Clock distribution:
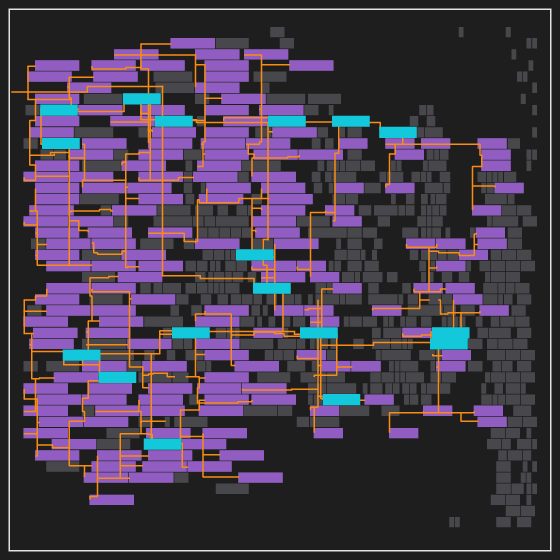
Routing congestion map:
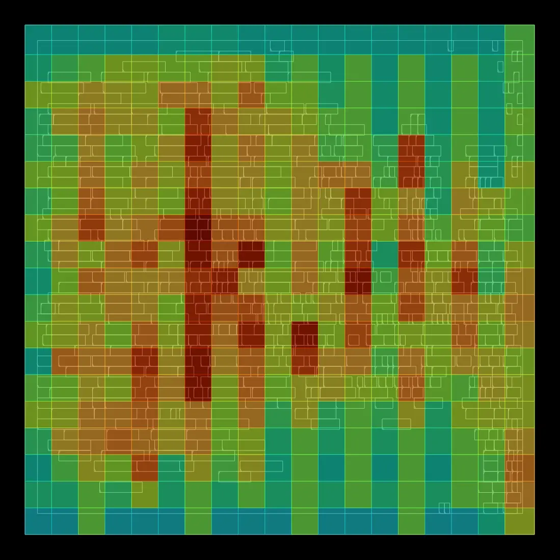
### src/rtl/axi_lite_uart_tx.sv
// axi_lite_uart_tx: AXI4-Lite slave feeding a TX FIFO drained as 8N1 serial frames.
// Define UART_TX_PARITY_EN to insert an even-parity bit (8E1 frame, STATUS bit 3 set).
module axi_lite_uart_tx #(
    parameter int          CLKS_PER_BIT = 16,
    parameter int          FIFO_DEPTH   = 16,
    parameter logic [12:0] TXDATA_ADDR  = 13'h1000
) (
    input  logic        clk,
    input  logic        rst,
    input  logic [12:0] awaddr,
    input  logic        awvalid,
    output logic        awready,
    input  logic [31:0] wdata,
    input  logic [3:0]  wstrb,
    input  logic        wvalid,
    output logic        wready,
    output logic [1:0]  bresp,
    output logic        bvalid,
    input  logic        bready,
    input  logic [12:0] araddr,
    input  logic        arvalid,
    output logic        arready,
    output logic [31:0] rdata,
    output logic [1:0]  rresp,
    output logic        rvalid,
    input  logic        rready,
    output logic        sout,
    output logic        tx_busy
);
    localparam int          AW          = $clog2(FIFO_DEPTH);
    localparam int          CW          = $clog2(CLKS_PER_BIT);
    localparam logic [12:0] STATUS_ADDR = TXDATA_ADDR + 13'd4;
    localparam logic [1:0]  OKAY        = 2'b00;
    localparam logic [1:0]  SLVERR      = 2'b10;
`ifdef UART_TX_PARITY_EN
    localparam logic        PAR_EN      = 1'b1;
`else
    localparam logic        PAR_EN      = 1'b0;
`endif

    typedef enum logic [2:0] {IDLE, START, DATA, PARITY, STOP} state_t;

    state_t        state_q, state_d;
    logic [CW-1:0] cnt_q, cnt_d;
    logic [2:0]    bit_q, bit_d;
    logic [7:0]    byte_q, byte_d;
    logic          sout_q, sout_d;
    logic [7:0]    mem_q [FIFO_DEPTH];
    logic [AW-1:0] wr_ptr_q, wr_ptr_d, rd_ptr_q, rd_ptr_d;
    logic [AW:0]   count_q, count_d;
    logic          bvalid_q, bvalid_d, rvalid_q, rvalid_d;
    logic [1:0]    bresp_q, bresp_d, rresp_q, rresp_d;
    logic [31:0]   rdata_q, rdata_d, status;
    logic          wr_hs, rd_hs, wr_tx, push, pop, empty, full, last;
    logic          unused_bits;

    assign unused_bits = ^{wdata[31:8], wstrb[3:1]};

    assign empty   = count_q == '0;
    assign full    = count_q == (AW+1)'(FIFO_DEPTH);
    assign tx_busy = !empty || state_q != IDLE;
    assign last    = cnt_q == CW'(CLKS_PER_BIT - 1);

    assign wr_hs   = awvalid && wvalid && !bvalid_q && !rst;
    assign rd_hs   = arvalid && !rvalid_q && !rst;
    assign awready = wr_hs;
    assign wready  = wr_hs;
    assign arready = rd_hs;
    assign wr_tx   = awaddr == TXDATA_ADDR;
    // A pop in the same cycle frees a slot, so a full FIFO still takes the byte.
    assign push    = wr_hs && wr_tx && wstrb[0] && (!full || pop);
    assign status  = {16'h0, 8'(count_q), 4'h0, PAR_EN, tx_busy, empty, full};

    assign bvalid = bvalid_q;
    assign bresp  = bresp_q;
    assign rvalid = rvalid_q;
    assign rresp  = rresp_q;
    assign rdata  = rdata_q;
    assign sout   = sout_q;

    always_comb begin
        bvalid_d = wr_hs || (bvalid_q && !bready);
        bresp_d  = !wr_hs ? bresp_q :
                   (!wr_tx || (wstrb[0] && full && !pop)) ? SLVERR : OKAY;
        rvalid_d = rd_hs || (rvalid_q && !rready);
        rdata_d  = !rd_hs ? rdata_q : (araddr == STATUS_ADDR) ? status : 32'h0;
        rresp_d  = !rd_hs ? rresp_q :
                   (araddr == STATUS_ADDR || araddr == TXDATA_ADDR) ? OKAY : SLVERR;
        wr_ptr_d = wr_ptr_q + AW'(push);
        rd_ptr_d = rd_ptr_q + AW'(pop);
        count_d  = count_q + (AW+1)'(push) - (AW+1)'(pop);
    end

    always_comb begin
        state_d = state_q;
        cnt_d   = last ? '0 : cnt_q + 1'b1;
        bit_d   = bit_q;
        byte_d  = byte_q;
        pop     = 1'b0;
        case (state_q)
            IDLE: begin
                cnt_d = '0;
                if (!empty) begin
                    state_d = START;
                    pop     = 1'b1;
                    byte_d  = mem_q[rd_ptr_q];
                end
            end
            START: if (last) begin
                state_d = DATA;
                bit_d   = 3'd0;
            end
            DATA: if (last) begin
                bit_d = bit_q + 3'd1;
`ifdef UART_TX_PARITY_EN
                if (bit_q == 3'd7) state_d = PARITY;
`else
                if (bit_q == 3'd7) state_d = STOP;
`endif
            end
            PARITY: if (last) state_d = STOP;
            STOP: if (last) begin
                // Chain straight into the next start bit so queued frames have no idle gap.
                if (!empty) begin
                    state_d = START;
                    pop     = 1'b1;
                    byte_d  = mem_q[rd_ptr_q];
                end else begin
                    state_d = IDLE;
                end
            end
            default: state_d = IDLE;
        endcase
        sout_d = (state_d == START)  ? 1'b0 :
                 (state_d == DATA)   ? byte_d[bit_d] :
                 (state_d == PARITY) ? ^byte_d : 1'b1;
    end

    always_ff @(posedge clk) begin
        if (push) mem_q[wr_ptr_q] <= wdata[7:0];
    end

    always_ff @(posedge clk) begin
        if (rst) begin
            state_q  <= IDLE;
            cnt_q    <= '0;
            bit_q    <= 3'd0;
            byte_q   <= 8'h0;
            sout_q   <= 1'b1;
            wr_ptr_q <= '0;
            rd_ptr_q <= '0;
            count_q  <= '0;
            bvalid_q <= 1'b0;
            bresp_q  <= OKAY;
            rvalid_q <= 1'b0;
            rresp_q  <= OKAY;
            rdata_q  <= 32'h0;
        end else begin
            state_q  <= state_d;
            cnt_q    <= cnt_d;
            bit_q    <= bit_d;
            byte_q   <= byte_d;
            sout_q   <= sout_d;
            wr_ptr_q <= wr_ptr_d;
            rd_ptr_q <= rd_ptr_d;
            count_q  <= count_d;
            bvalid_q <= bvalid_d;
            bresp_q  <= bresp_d;
            rvalid_q <= rvalid_d;
            rresp_q  <= rresp_d;
            rdata_q  <= rdata_d;
        end
    end
endmodule

### config.mk
export PLATFORM = sky130hd
export DESIGN_NAME = axi_lite_uart_tx
export DESIGN_NICKNAME = d
export VERILOG_FILES = /design/src/rtl/axi_lite_uart_tx.sv
export SDC_FILE = /design/constraint.sdc
export NUM_CORES = 1
export LEC_CHECK = 0
export CORE_MARGIN = 3
export CORE_UTILIZATION = 47
export CTS_CLUSTER_SIZE = 14
export DETAILED_ROUTE_END_ITERATION = 10
export PLACE_DENSITY = 0.74
export SETUP_SLACK_MARGIN = 0.02
export SLEW_MARGIN = 20
export SYNTH_ARGS = -nofsm -noshare
export SYNTH_HDL_FRONTEND = slang
export SYNTH_SLANG_ARGS = --single-unit
export TNS_END_PERCENT = 5
### constraint.sdc
create_clock -name clk -period 2.8 [get_ports clk]
set_input_delay 0.28 -clock clk [delete_from_list [all_inputs] [get_ports clk]]
set_output_delay 0.28 -clock clk [all_outputs]
set_load 0.005 [all_outputs]
==> run notes <==
### Floorplan
• **I/O pins** 112
• **area of the placeable core** 0.0154 mm²
• **fp_density** 0.484
• **Vert. Die Dim** 132 µm
• **num tapcells** 211
• **std cell rows** 45
• **Die Width** 132 µm
• **Die Size** 0.0174 mm²

### Logic synthesis
• **post-synthesis adder-cell area fraction** 0.0245
• **XOR Share, Synth** 0.0188
• **MUX area fraction** 0.129
• **most instantiated library cell after synthesis** edfxtp_1
• **post-synthesis compound-gate area fraction** 0.0511
• **number of enable flip-flop cells** 128
• **post-synthesis share of cell area spent on and, or, nand and nor gates** 0.0880
• **total cell area reported by yosys after synthesis** 0.00745 mm²
• **largest combinational cell category by area** multiplexers
• **fraction of synthesized cell area taken by the top area cell type** 0.516
• **main area contributors after synthesis** edfxtp_1 52%, dfxtp_1 12%, mux4_2 6.0%
• **number of cells in Yosys stat** 500
• **cell area after synthesis** 0.00745 mm²
• **Post-Synthesis Cells** 500
• **Dominant flop cell** edfxtp_1
• **portion of the post-synthesis area used by sequential elements** 0.634
• **post-synthesis register bit count** 172
• **cell type with the largest total area** edfxtp_1
• **most frequent cells after synthesis** 128 x edfxtp_1, 50 x nor2_1, 44 x dfxtp_1
• **yosys warns** 0
• **mean cell area of the mapped netlist** 14.9 µm²
• **number of distinct standard cells referenced by the synthesized netlist** 55
• **share of flip-flops with an asynchronous set or reset** 0

### Final layout
• **Seq area share** 0.518
• **most common cell after layout, fill and taps aside** edfxtp_1
• **share of final-layout standard cells stronger than drive strength 1** 0.208
• **final design utilization** 0.593
• **fraction of area in clock buffers and inverters** 0.0658
• **Non-Clock Buffer Count** 110
• **NumNets Final** 685
• **top logic cells by instance count in the layout** 128 x edfxtp_1, 58 x clkdlybuf4s50_1, 49 x nor2_1
• **Non-Filler Instances** 826
• **inverters** 9
• **Max-area cell class** registers
• **# clk buffers** 17
• **Non-clock buffers, area share** 0.112
• **max FFs per register** 128
• **area taken by flip-flops and latches** 0.00472 mm²
• **combinational share of cell area** 0.271
• **n_diodes** 0
• **register with the highest flop count** mem_q
• **synthesis-to-layout area growth** 22.4%
• **Non-Filler Cell Area, Final** 0.00911 mm²
• **fill cell total of the finished layout** 1134
• **Logic area** 0.00247 mm²
• **FF+latch count** 172
• **Logic Gate Count** 292

### Timing
• **maximum clock rate** 0.366 GHz
• **shortest clock period the worst path allows after layout** 2.73 ns
• **Sum Neg Setup Slack** 0 ns
• **unrepaired setup endpoints after global routing** true
• **final-report max-slew violation count** 0
• **slew margin rel.** 0.646
• **number of failing setup endpoints in the final timing report** 0
• **Hold Vio Cnt, Final** 0
• **share of the clock period used by the worst path** 0.975
• **transition time at the pin with the least slew margin** 0.529 ns
• **final critical-path setup slack** 0.0696 ns
• **final hold slack** 0.430 ns

### Clock network
• **number of buffers added by the clock tree synthesis step** 17
• **clock input transition at the sequential cells of the worst setup and hold paths** 0.06 ns
• **H-tree levels** 4
• **Root Driver** clkbuf_16
• **CTS Sinks** 172
• **clock tree from TritonCTS** yes
• **Resized cells post-CTS** 1
• **Post-CTS Hold Buffers** 0
• **number of setup buffers added after CTS** 0
• **maximum buffer depth of the clock tree** 2

### Power
• **combinational cell fraction of total power** 0.267
• **cell internal pwr** 0.00513 W
• **power share of the sequential group** 0.408
• **PnR Total Power** 0.00725 W
• **Comb power** 0.00194 W
• **Pleak** 3.21 nW
• **clock-net power** 0.00235 W
• **IR drop worst, VDD** 0.677 mV
• **Flop+latch power** 0.00296 W
• **Power Density** 795 mW/mm²
• **share of total power consumed by net switching** 0.292
• **NetSw** 0.00212 W
• **dominant power group** registers

### GRT
• **first-pass GRT wire length** 24500 µm
• **grt total ovfl** 0
• **largest net degree at the start of global routing** 40
• **initial antenna violation count** 0
• **Global Route Usage Sum** 0.182
• **vias in the first global route** 4683

### Placement
• **Area after DPL** 0.00846 mm²
• **Port Buffer Count** 58
• **gpl congestion** 0.824
• **number of placed cells counting well taps** 794
• **half-perimeter wire length of the detailed placement result** 10300 µm
• **worst setup slack before clock tree synthesis** -0.351 ns

### Critical path
• **delay of the slowest cell on the worst path** 0.36 ns
• **start-to-end type of the worst setup path** register to register
• **top cell family by delay on the critical path** AND-OR/OR-AND gates
• **Buf/Inv on CP** 1
• **crit path max fanout** 7
• **worst-path cell chain** ha_2 -> nand3_4 -> buf_4 -> ha_1 -> a31oi_1 -> o221a_2 -> mux2_2 -> nand2_1 -> mux2i_1 -> o221ai_1 -> o311ai_2
• **required time of the worst setup path** 3.08 ns
• **kind of start point of the critical path** register
• **arrival time of data at the critical path endpoint** 3.01 ns
• **sort of element at the end of the critical path** register
• **master of the slowest instance on the critical path** dfxtp_1

### Detailed routing
• **post-route antenna net violation count** 0
• **initial DRC count** 391
• **number of design rule violations left after detail routing** 0
• **1st-pass router iterations** 4
• **via-per-instance ratio** 5.47
• **routed vias** 4516
• **detailed-route wire length** 15500 µm

### Hold path
• **worst min-delay path category** primary input to register

### Run status
• **result of the run** finished clean

### Flow run
• **max-cap violations** 0
• **number of OpenROAD warnings** 55

Back to the opening pictures, 'clock distribution':
- cells driving clock nets: cyan (count 17)
- clock wires: orange (length 1870 µm)
- flip-flops: purple (count 172)
- routed clock nets: 18
fraction of power consumed by the clock network: 0.325
Worst-Skew Late Latency: 0.42 ns
final setup skew: 0.0103 ns

Back to the opening pictures, 'routing congestion map':
average wire per standard cell: 18.8 µm
met2 Track Usage GR: 0.307
global-route layer with the greatest usage: met2
met3 routing resource usage after global routing: 0.0553

-- cells by family (layout without fill, tap and decap cells) --
family	Yosys count	count (layout)
flip-flops	172	172
AND/OR/NAND/NOR	130	130
buffers and inverters	61	151
AND-OR/OR-AND	55	55
multiplexers	51	51
XOR/XNOR	16	16
adder cells (fa/ha/maj)	14	14
other	1	26
-- final timing paths --
path / endpoint / slack, ns / startpoint / depth (start not counted)
setup / recovery: sout / 0.07 / cnt_q[0] / 11
hold / removal: bvalid / 0.43 / bready / 2
setup reg to reg: sout / 0.07 / cnt_q[0] / 11
hold reg to reg: cnt_q[0] / 0.45 / cnt_q[0] / 1
-- metal layers --
layer  track usage  up-vias  part of all wire
met3        0.0553       38             0.065
met5             0        -                 0
met4        0.0753        0             0.031
met1         0.218     2240              0.41
li1              -     2045                 -
met2         0.307      193              0.50
Power is estimated from default activity; no workload was simulated.
